**src/rtl/cycle_terminator_if.sv**
```systemverilog
// cycle_terminator_if: CPU bus-termination signal bundle between the address
// decoder / ack sources (master side) and the cycle terminator (slave side).
//
// Handshake: a bus cycle is "valid" while AS_CPU_n is low. It is terminated
// by exactly one of DTACK_CPU_n (normal ack) or BERR_n (timeout), which stays
// asserted until AS_CPU_n returns high. The two are never low together.
// BUSY is high from cycle start until the termination has been released.
interface cycle_terminator_if;
  logic AS_CPU_n;
  logic CPUSPACE;
  logic RAM_SEL;
  logic MB_SEL;
  logic VPA_n;
  logic RAM_DTACK_n;
  logic M6800_DTACK_n;
  logic MB_DTACK_n;
  logic DTACK_CPU_n;
  logic BERR_n;
  logic BUSY;

  modport master (
    output AS_CPU_n, CPUSPACE, RAM_SEL, MB_SEL, VPA_n,
    output RAM_DTACK_n, M6800_DTACK_n, MB_DTACK_n,
    input  DTACK_CPU_n, BERR_n, BUSY
  );

  modport slave (
    input  AS_CPU_n, CPUSPACE, RAM_SEL, MB_SEL, VPA_n,
    input  RAM_DTACK_n, M6800_DTACK_n, MB_DTACK_n,
    output DTACK_CPU_n, BERR_n, BUSY
  );
endinterface

```
**src/rtl/cycle_terminator.sv**
```systemverilog
// cycle_terminator: merges fast-RAM, 6800-cycle and motherboard acknowledges
// into DTACK_CPU_n for the 68000. All state changes on the falling edge of C7M.
// Optional bus watchdog (BERR_n on timeout) is built when BUS_TIMEOUT_EN is
// defined; otherwise RUN waits forever and BERR_n is tied high.
// state_o exposes the FSM state (SYNC=0, IDLE=1, RUN=2, ACK=3, FAULT=4).
module cycle_terminator #(
  parameter int TIMEOUT_CYCLES = 128
) (
  input  logic               C7M,
  input  logic               RESET_n,
  cycle_terminator_if.slave  bus,
  output logic [2:0]         state_o
);

  typedef enum logic [2:0] {
    S_SYNC  = 3'd0,
    S_IDLE  = 3'd1,
    S_RUN   = 3'd2,
    S_ACK   = 3'd3,
    S_FAULT = 3'd4
  } state_t;

  if (TIMEOUT_CYCLES < 4 || TIMEOUT_CYCLES > 1023) begin : g_bad_timeout
    $error("cycle_terminator: TIMEOUT_CYCLES must be within 4..1023");
  end

  state_t     state_q, state_d;
  logic       as_meta_q, as_s_q;
  logic       mb_meta_q, mb_s_q;
  // Fills with ones after reset release; as_s_q only reflects the real pin
  // once two edges have passed, so SYNC must not trust the reset value.
  logic [1:0] prime_q;
  logic       dtack_q, dtack_d;
  logic       ack_hit;

`ifdef BUS_TIMEOUT_EN
  localparam int CW = $clog2(TIMEOUT_CYCLES + 1);
  localparam logic [CW-1:0] CNT_MAX = CW'(TIMEOUT_CYCLES);
  logic          autovec;
  logic [CW-1:0] cnt_q, cnt_d;
  logic          berr_q, berr_d;
`endif

  // Two-flop synchronizers for the asynchronous strobe and motherboard ack
  always_ff @(negedge C7M) begin
    if (!RESET_n) begin
      as_meta_q <= 1'b1;
      as_s_q    <= 1'b1;
      mb_meta_q <= 1'b1;
      mb_s_q    <= 1'b1;
      prime_q   <= 2'b00;
    end else begin
      as_meta_q <= bus.AS_CPU_n;
      as_s_q    <= as_meta_q;
      mb_meta_q <= bus.MB_DTACK_n;
      mb_s_q    <= mb_meta_q;
      prime_q   <= {prime_q[0], 1'b1};
    end
  end

  // Fixed-priority ack source select: RAM, then 6800 cycle, then motherboard
  always_comb begin
    ack_hit = 1'b0;
`ifdef BUS_TIMEOUT_EN
    autovec = 1'b0;
`endif
    if (bus.RAM_SEL) begin
      ack_hit = !bus.RAM_DTACK_n;
    end else if (!bus.VPA_n) begin
      if (!bus.CPUSPACE) begin
        ack_hit = !bus.M6800_DTACK_n;
      end
`ifdef BUS_TIMEOUT_EN
      else begin
        // Autovectored interrupt ack: the CPU ends this cycle on its own
        autovec = 1'b1;
      end
`endif
    end else if (bus.MB_SEL) begin
      ack_hit = !mb_s_q;
    end
  end

  // Next-state, watchdog and registered-termination decode
  always_comb begin
    state_d = state_q;
`ifdef BUS_TIMEOUT_EN
    cnt_d   = cnt_q;
`endif
    case (state_q)
      S_SYNC: begin
        if (as_s_q && prime_q[1]) state_d = S_IDLE;
      end
      S_IDLE: begin
        if (!as_s_q) begin
          state_d = S_RUN;
`ifdef BUS_TIMEOUT_EN
          cnt_d   = '0;
`endif
        end
      end
      S_RUN: begin
        // Strobe release ends the cycle first; an ack beats the timeout
        if (as_s_q) begin
          state_d = S_IDLE;
        end else if (ack_hit) begin
          state_d = S_ACK;
        end
`ifdef BUS_TIMEOUT_EN
        else if (!autovec) begin
          cnt_d = (cnt_q == CNT_MAX) ? cnt_q : cnt_q + 1'b1;
          if (cnt_d == CNT_MAX) state_d = S_FAULT;
        end
`endif
      end
      S_ACK: begin
        if (as_s_q) state_d = S_IDLE;
      end
`ifdef BUS_TIMEOUT_EN
      S_FAULT: begin
        if (as_s_q) state_d = S_IDLE;
      end
`endif
      default: state_d = S_SYNC;
    endcase
    // Terminations follow the state being entered, so both are registered
    // and mutually exclusive by construction.
    dtack_d = (state_d != S_ACK);
`ifdef BUS_TIMEOUT_EN
    berr_d  = (state_d != S_FAULT);
`endif
  end

  // FSM state and DTACK register
  always_ff @(negedge C7M) begin
    if (!RESET_n) begin
      state_q <= S_SYNC;
      dtack_q <= 1'b1;
    end else begin
      state_q <= state_d;
      dtack_q <= dtack_d;
    end
  end

`ifdef BUS_TIMEOUT_EN
  // Watchdog counter and BERR register
  always_ff @(negedge C7M) begin
    if (!RESET_n) begin
      cnt_q  <= '0;
      berr_q <= 1'b1;
    end else begin
      cnt_q  <= cnt_d;
      berr_q <= berr_d;
    end
  end

  assign bus.BERR_n = berr_q;
`else
  assign bus.BERR_n = 1'b1;
`endif

  assign bus.DTACK_CPU_n = dtack_q;
  assign bus.BUSY        = (state_q == S_RUN) || (state_q == S_ACK) ||
                           (state_q == S_FAULT);
  assign state_o         = state_q;

endmodule

```
**src/flat_wrapper.sv**
```systemverilog
// flat-port wrapper written by rule: the top's interface ports become plain ports
module cycle_terminator_flat 
#(
  parameter int TIMEOUT_CYCLES = 128
)
  (C7M, RESET_n, state_o, bus_AS_CPU_n, bus_CPUSPACE, bus_RAM_SEL, bus_MB_SEL, bus_VPA_n, bus_RAM_DTACK_n, bus_M6800_DTACK_n, bus_MB_DTACK_n, bus_DTACK_CPU_n, bus_BERR_n, bus_BUSY);
  cycle_terminator_if bus_i ();
  input  logic C7M;
  input  logic RESET_n;
  output logic [2:0] state_o;
  input wire logic [$bits(bus_i.AS_CPU_n)-1:0] bus_AS_CPU_n;
  input wire logic [$bits(bus_i.CPUSPACE)-1:0] bus_CPUSPACE;
  input wire logic [$bits(bus_i.RAM_SEL)-1:0] bus_RAM_SEL;
  input wire logic [$bits(bus_i.MB_SEL)-1:0] bus_MB_SEL;
  input wire logic [$bits(bus_i.VPA_n)-1:0] bus_VPA_n;
  input wire logic [$bits(bus_i.RAM_DTACK_n)-1:0] bus_RAM_DTACK_n;
  input wire logic [$bits(bus_i.M6800_DTACK_n)-1:0] bus_M6800_DTACK_n;
  input wire logic [$bits(bus_i.MB_DTACK_n)-1:0] bus_MB_DTACK_n;
  output wire logic [$bits(bus_i.DTACK_CPU_n)-1:0] bus_DTACK_CPU_n;
  output wire logic [$bits(bus_i.BERR_n)-1:0] bus_BERR_n;
  output wire logic [$bits(bus_i.BUSY)-1:0] bus_BUSY;
  assign bus_i.AS_CPU_n = bus_AS_CPU_n;
  assign bus_i.CPUSPACE = bus_CPUSPACE;
  assign bus_i.RAM_SEL = bus_RAM_SEL;
  assign bus_i.MB_SEL = bus_MB_SEL;
  assign bus_i.VPA_n = bus_VPA_n;
  assign bus_i.RAM_DTACK_n = bus_RAM_DTACK_n;
  assign bus_i.M6800_DTACK_n = bus_M6800_DTACK_n;
  assign bus_i.MB_DTACK_n = bus_MB_DTACK_n;
  assign bus_DTACK_CPU_n = bus_i.DTACK_CPU_n;
  assign bus_BERR_n = bus_i.BERR_n;
  assign bus_BUSY = bus_i.BUSY;
  cycle_terminator #(.TIMEOUT_CYCLES(TIMEOUT_CYCLES)) u_core (.C7M(C7M), .RESET_n(RESET_n), .bus(bus_i), .state_o(state_o));
endmodule
```
**config.mk**
```make
export PLATFORM = sky130hd
export DESIGN_NAME = cycle_terminator_flat
export DESIGN_NICKNAME = d
export VERILOG_FILES = /design/src/rtl/cycle_terminator_if.sv /design/src/rtl/cycle_terminator.sv /design/src/flat_wrapper.sv
export SDC_FILE = /design/constraint.sdc
export NUM_CORES = 1
export LEC_CHECK = 0
export CORE_AREA = 4 4 41 43
export CTS_BUF_LIST = sky130_fd_sc_hd__clkbuf_16
export CTS_CLUSTER_SIZE = 16
export DETAILED_ROUTE_END_ITERATION = 10
export DIE_AREA = 0 0 45 47
export HOLD_SLACK_MARGIN = 0.1
export PLACE_DENSITY = 0.51
export SYNTH_ARGS = -nofsm -noshare
export SYNTH_HDL_FRONTEND = slang
export SYNTH_SLANG_ARGS = --single-unit
```
**constraint.sdc**
```tcl
create_clock -name C7M -period 1.94 [get_ports C7M]
set_input_delay 0.388 -clock C7M [delete_from_list [all_inputs] [get_ports C7M]]
set_output_delay 0.388 -clock C7M [all_outputs]
set_load 0.02 [all_outputs]
```
==> flow_summary_export.csv, run 1 <==
group,metric,value,unit
synth,ys_seq_share,0.586,
placement,hpwl,532,um
synth,ys_cells,32,
final_timing,finalClockSkew,21.2,ps
power,power.leakage,0.354,nW
worst_setup_path,endpoint,"bus_BUSY",
floorplan,die-width,45,um
worst_setup_path,cp_num_buf_inv,1,
power,irDropWorstVdd,709,uV
synth,mux_share,0.0330,
synth,async_flop_share,0,
cells_and_area,fin_area,703,um2
hold_path,holdPathEnd,"u_core.as_s_q",
global_route,grt.total_usage,0.105,
synth,syn_inst,32,
cells_and_area,n_antenna_cell,0,
synth,netlist_top_cells_area,"dfxtp_1, or2b_1, mux2_2, nor2_1, nor3_1",
global_route,overflow,0,
worst_setup_path,worstPathArrival,2090,ps
synth,yosysWarningCount,0,
placement,dpl_cell_area,533,um2
cells_and_area,nets,77,
drt,drtIter0Drc,0,
global_route,grt_pass1_vias,397,
global_route,grt_pass1_wl,1.41,mm
worst_setup_path,cp_slowest_cell,"dfxtp_4",
final_timing,setup_ws,-537,ps
final_timing,timing.setup.tns,-1950,ps
drt,routed_via_density,4.23,
synth,largest_area_cell,"dfxtp_1",
placement,pre_cts_slack,-722,ps
outcome,outcome,"finished, violations left",
final_timing,setup_violations,6,
final_timing,final_hold_viol_count,0,
worst_setup_path,cp.required,1550,ps
drt,drcViolationCount,0,
worst_setup_path,r2r-start,"u_core.state_o[2]",
worst_setup_path,max_stage_delay,370,ps
placement,port_buffers,14,
floorplan,ios,16,
global_route,antenna_found_initial,0,
worst_setup_path,end_kind,"output port",
outcome,violations,"setup timing",
cells_and_area,drive_gt1_frac,0.477,
synth,fp_nets,42,
global_route,grt_max_degree,6,
cts,cts_tree,"yes",
hold_path,hold_start,"u_core.as_meta_q",
synth,ys_sh_adder,0,
cts,cts_made_buffers,3,
cts,ctsRootBufferMaster,"clkbuf_16",
placement,gp_congestion,0.749,
synth,edf_count,0,
-- run 1: cells by family after synthesis --
logic type / count (synthesis)
AOI/OAI and AO/OA: 1
buffers and inverters: 2
DFF: 10
muxes: 1
other: 2
and+or+nand+nor: 16
-- run 1: power by group --
part           switching [mW]  total, mW  internal, mW
combinational          0.0218     0.0573        0.0355
clock                   0.142      0.438         0.296
sequential            0.00407      0.219         0.214
total                   0.168      0.714         0.546
-- run 1: final cells by class --
class	instances	area share
clock buffers	3	0.107
clock inverters	10	0.0534
repair buffers	22	0.270
flip-flops and latches	10	0.295
well taps	15	0.0267
multi-input cells	20	0.247
-- run 1: timing repair --
item / 4_1_cts / 5_1_grt
pin swaps: 4 / 2
buffers inserted: 4 / 0
gates resized: 61 / 1
setup endpoints to repair: 11 / 7
-- run 1: sequential cells by signal, summed over array words and instances, names as in the netlist --
register and flops:
u_core.as_meta_q 1, u_core.as_s_q 1, u_core.bus.DTACK_CPU_n 1, u_core.mb_meta_q 1, u_core.mb_s_q 1, u_core.prime_q 2
u_core.state_o 3
-- run 1: placed cells by master (no fill, tap or decap), types with 2 or more instances in the layout --
cell / netlist / layout
buf_2: 0 / 5
clkdlybuf4s50_1: 0 / 2
dfxtp_2: 0 / 3
nor2_1: 3 / 2
clkbuf_16: 0 / 3
conb_1: 2 / 2
dfxtp_1: 10 / 6
dlygate4sd2_1: 0 / 2
buf_6: 0 / 8
buf_4: 1 / 5
inv_1: 1 / 10
or2b_1: 4 / 4
-- run 1: routing by layer --
| metal | vias up | global-route usage | share of wire |
|---|---|---|---|
| li1 | 167 | - | - |
| met1 | 151 | 0.0690 | 0.36 |
| met2 | 16 | 0.164 | 0.49 |
| met3 | 4 | 0.0613 | 0.095 |
| met4 | 0 | 0.170 | 0.051 |
| met5 | - | 0 | 0 |
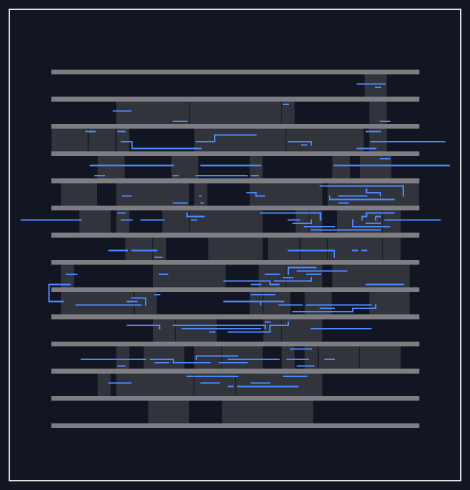
Run 1: metal 1
Scale: 10 px per um. Supply wires on this layer in grey.
nets with wire on the layer: 65
share of all routed wire: 36%
wire length on this layer: 318 um

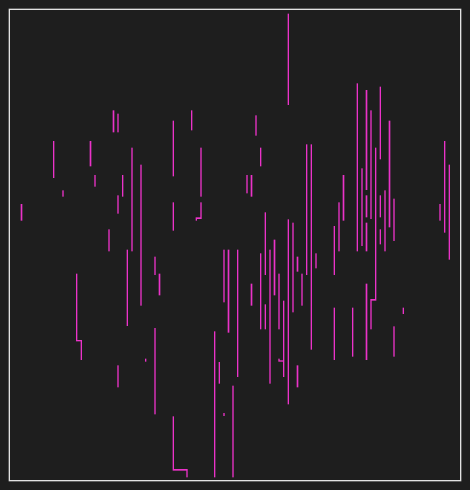
Run 1: signal wires on met2
Scale: 10 px per um.
share of all routed wire: 49%
main direction: vertical
final WL: 885 um
met2 Use GR: 0.164
Vias: 338

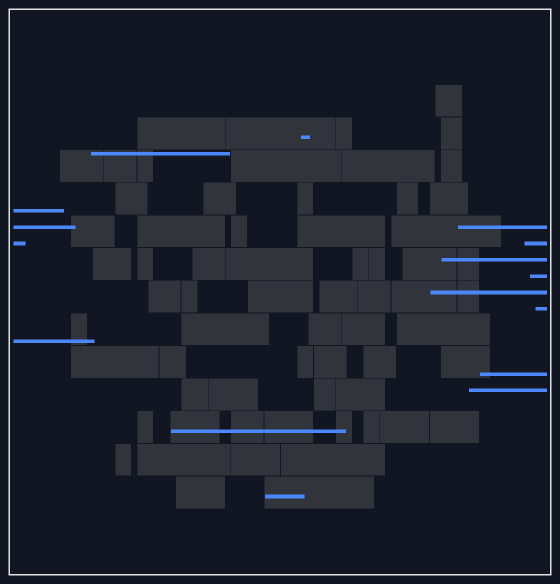
Run 1: metal 3
Scale: 12 px per um.
nets with wire on the layer: 14
main direction: horizontal
share of all routed wire: 9.6%
wire length on this layer: 84.6 um

## Run 2: what changed since run 1
--- a/config.mk
+++ b/config.mk
@@ -5,12 +5,13 @@
 export SDC_FILE = /design/constraint.sdc
 export NUM_CORES = 1
 export LEC_CHECK = 0
-export CORE_AREA = 4 4 41 43
+export CORE_AREA = 3 3 40 42
 export CTS_BUF_LIST = sky130_fd_sc_hd__clkbuf_16
 export CTS_CLUSTER_SIZE = 16
 export DETAILED_ROUTE_END_ITERATION = 10
-export DIE_AREA = 0 0 45 47
+export DIE_AREA = 0 0 43 45
 export HOLD_SLACK_MARGIN = 0.1
+export MAX_ROUTING_LAYER = met4
 export PLACE_DENSITY = 0.51
 export SYNTH_ARGS = -nofsm -noshare
 export SYNTH_HDL_FRONTEND = slang
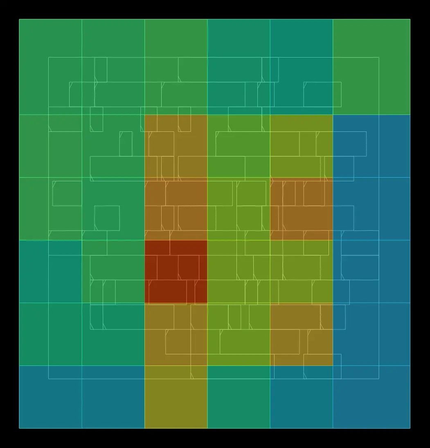
Run 2: routing congestion
met1 Use GR: 0.0754
drt wl/cell: 9.10 um
Final Core Density: 0.579
grt peak-use layer: met2

==> run 2 against run 1 <==
- the flow still finishes with violations (setup timing)
- via count is 2.7% higher
- hold slack better by 3.7 ps
- non-clock buffer count grew 2
- sequential share of layout area decreased by 1.6 points
- highest routed layer unchanged
- die area shrank 8.5%
- area after synthesis did not move
==> flow_summary_export.csv, run 2 <==
group,metric,value,unit
power,power,0.725,mW
cells_and_area,drive_gt1_frac,0.456,
final_timing,timing.setup.tns,-1940,ps
synth,yosysWarningCount,0,
final_timing,setup_ws,-498,ps
worst_setup_path,reg2reg_to,"u_core.bus.DTACK_CPU_n",
floorplan,chipArea,1940,um2
worst_setup_path,cp_num_buf_inv,1,
global_route,grt_pass1_wl,1.35,mm
cells_and_area,nets,79,
synth,fp_nets,42,
outcome,outcome,"finished, violations left",
hold_path,hold_start,"u_core.mb_meta_q",
synth,ys_seq_share,0.586,
cells_and_area,layout.cells.most_common_list,"inv_1, buf_6, buf_4, dfxtp_1, or2b_1",
floorplan,floorplan.core_util,0.266,
synth,numSynthFlops,10,
synth,async_flop_share,0,
final_timing,finalClockSkew,6.41,ps
synth,ys_cells,32,
placement,hpwl,496,um
drt,routed_via_density,4.18,
worst_setup_path,critPathTopFamily,"flip-flops",
global_route,overflow,0,
placement,port_buffers,14,
synth,ys_types,16,
synth,largest_area_cell,"dfxtp_1",
synth,syn_inst,32,
floorplan,die-width,43,um
cells_and_area,largest_reg_flops,3,
synth,netlist_top_cells_area,"dfxtp_1, or2b_1, mux2_2, nor2_1, nor3_1",
synth,synth-main-ff-cell,"dfxtp_1",
cells_and_area,lay_top_count,"inv_1",
worst_setup_path,cp.required,1550,ps
global_route,grt.total_usage,0.108,
cells_and_area,fin_area,744,um2
final_timing,setup_violations,6,
cts,ctsRootBufferMaster,"clkbuf_16",
placement,dpl_cell_area,548,um2
cells_and_area,n_antenna_cell,0,
placement,gp_congestion,0.746,
final_timing,final_hold_viol_count,0,
worst_setup_path,end_kind,"output port",
drt,drcViolationCount,0,
cts,cts_made_buffers,3,
worst_setup_path,endpoint,"bus_BUSY",
worst_setup_path,max_stage_delay,340,ps
placement,pre_cts_slack,-716,ps
drt,drtIter0Drc,0,
worst_setup_path,cp_slowest_cell,"dfxtp_4",
floorplan,ios,16,
synth,edf_count,0,
power,power.leakage,0.369,nW
cts,cts_tree,"yes",
synth,synth_top_area_share,0.586,
outcome,violations,"setup timing",
global_route,grt_pass1_vias,383,
global_route,antenna_found_initial,0,
global_route,grt_max_degree,7,
final_timing,hold_slack,402,ps
worst_setup_path,r2r-start,"u_core.state_o[2]",
power,irDropWorstVdd,463,uV
worst_setup_path,worstPathArrival,2050,ps
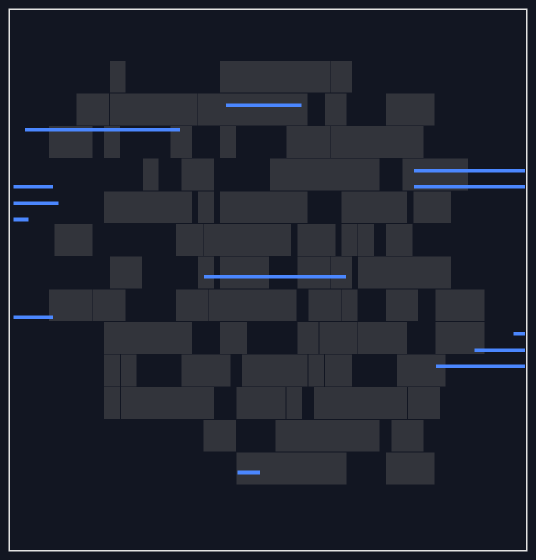
Run 2: metal 3
Scale: 12 px per um.
main direction: horizontal
longest straight run: 12.6 um
nets with wire on the layer: 11
share of all routed wire: 9.5%
wire length on this layer: 71.8 um
final WL: 755 um
Vias: 347
GR Util met3: 0.0717

==> run 2: worst min-delay path by stage <==
stage	endpoint	slack [ps]
2_1_floorplan	u_core.as_s_q	380
3_3_place_gp	u_core.as_s_q	390
3_5_place_dp	u_core.as_s_q	400
4_1_cts	u_core.mb_s_q	410
5_1_grt	u_core.mb_s_q	420
6_report	u_core.mb_s_q	400
==> run 2: area by class of cell <==
cell class | count | area, um2 | share of cell area
Sequential cell | 10 | 208 | 0.279
Timing Repair Buffer | 24 | 228 | 0.306
Clock inverter | 11 | 42.5 | 0.0571
Multi-Input combinational cell | 20 | 173 | 0.232
Tap cell | 15 | 18.8 | 0.0252
Clock buffer | 3 | 75.1 | 0.101
==> run 2: repair_timing <==
| item | in CTS | in global routing |
|---|---|---|
| gates resized | 58 | 4 |
| endpoints found under the setup margin | 11 | 7 |
| pin swaps | 5 | 4 |
| buffers inserted | 3 | 2 |
| hold buffers | 0 | 0 |
==> run 2: cell families (layout without fill, tap and decap cells) <==
kind of cell / after synthesis / count (layout) / synth area share
AND-OR/OR-AND: 1 / 1 / 0.0220
buffers and inverters: 2 / 38 / 0.0330
flip-flops: 10 / 10 / 0.586
multiplexers: 1 / 1 / 0.0330
other: 2 / 2 / 0.0220
AND/OR/NAND/NOR: 16 / 16 / 0.304
==> run 2: metal layers <==
layer / share of wire / track usage / vias up
met4: 0.050 / 0.151 / 0
met1: 0.34 / 0.0754 / 156
met3: 0.094 / 0.0717 / 4
met5: 0 / - / -
li1: - / - / 173
met2: 0.52 / 0.153 / 14
==> run 2: power breakdown <==
group	switching (mW)	leakage [nW]	total (mW)	internal [mW]
registers	0.00346	0.0835	0.218	0.215
logic	0.0227	0.196	0.0633	0.0405
clock network	0.144	0.0903	0.444	0.300
total	0.170	0.369	0.725	0.555
Power is estimated from default activity; no workload was simulated.
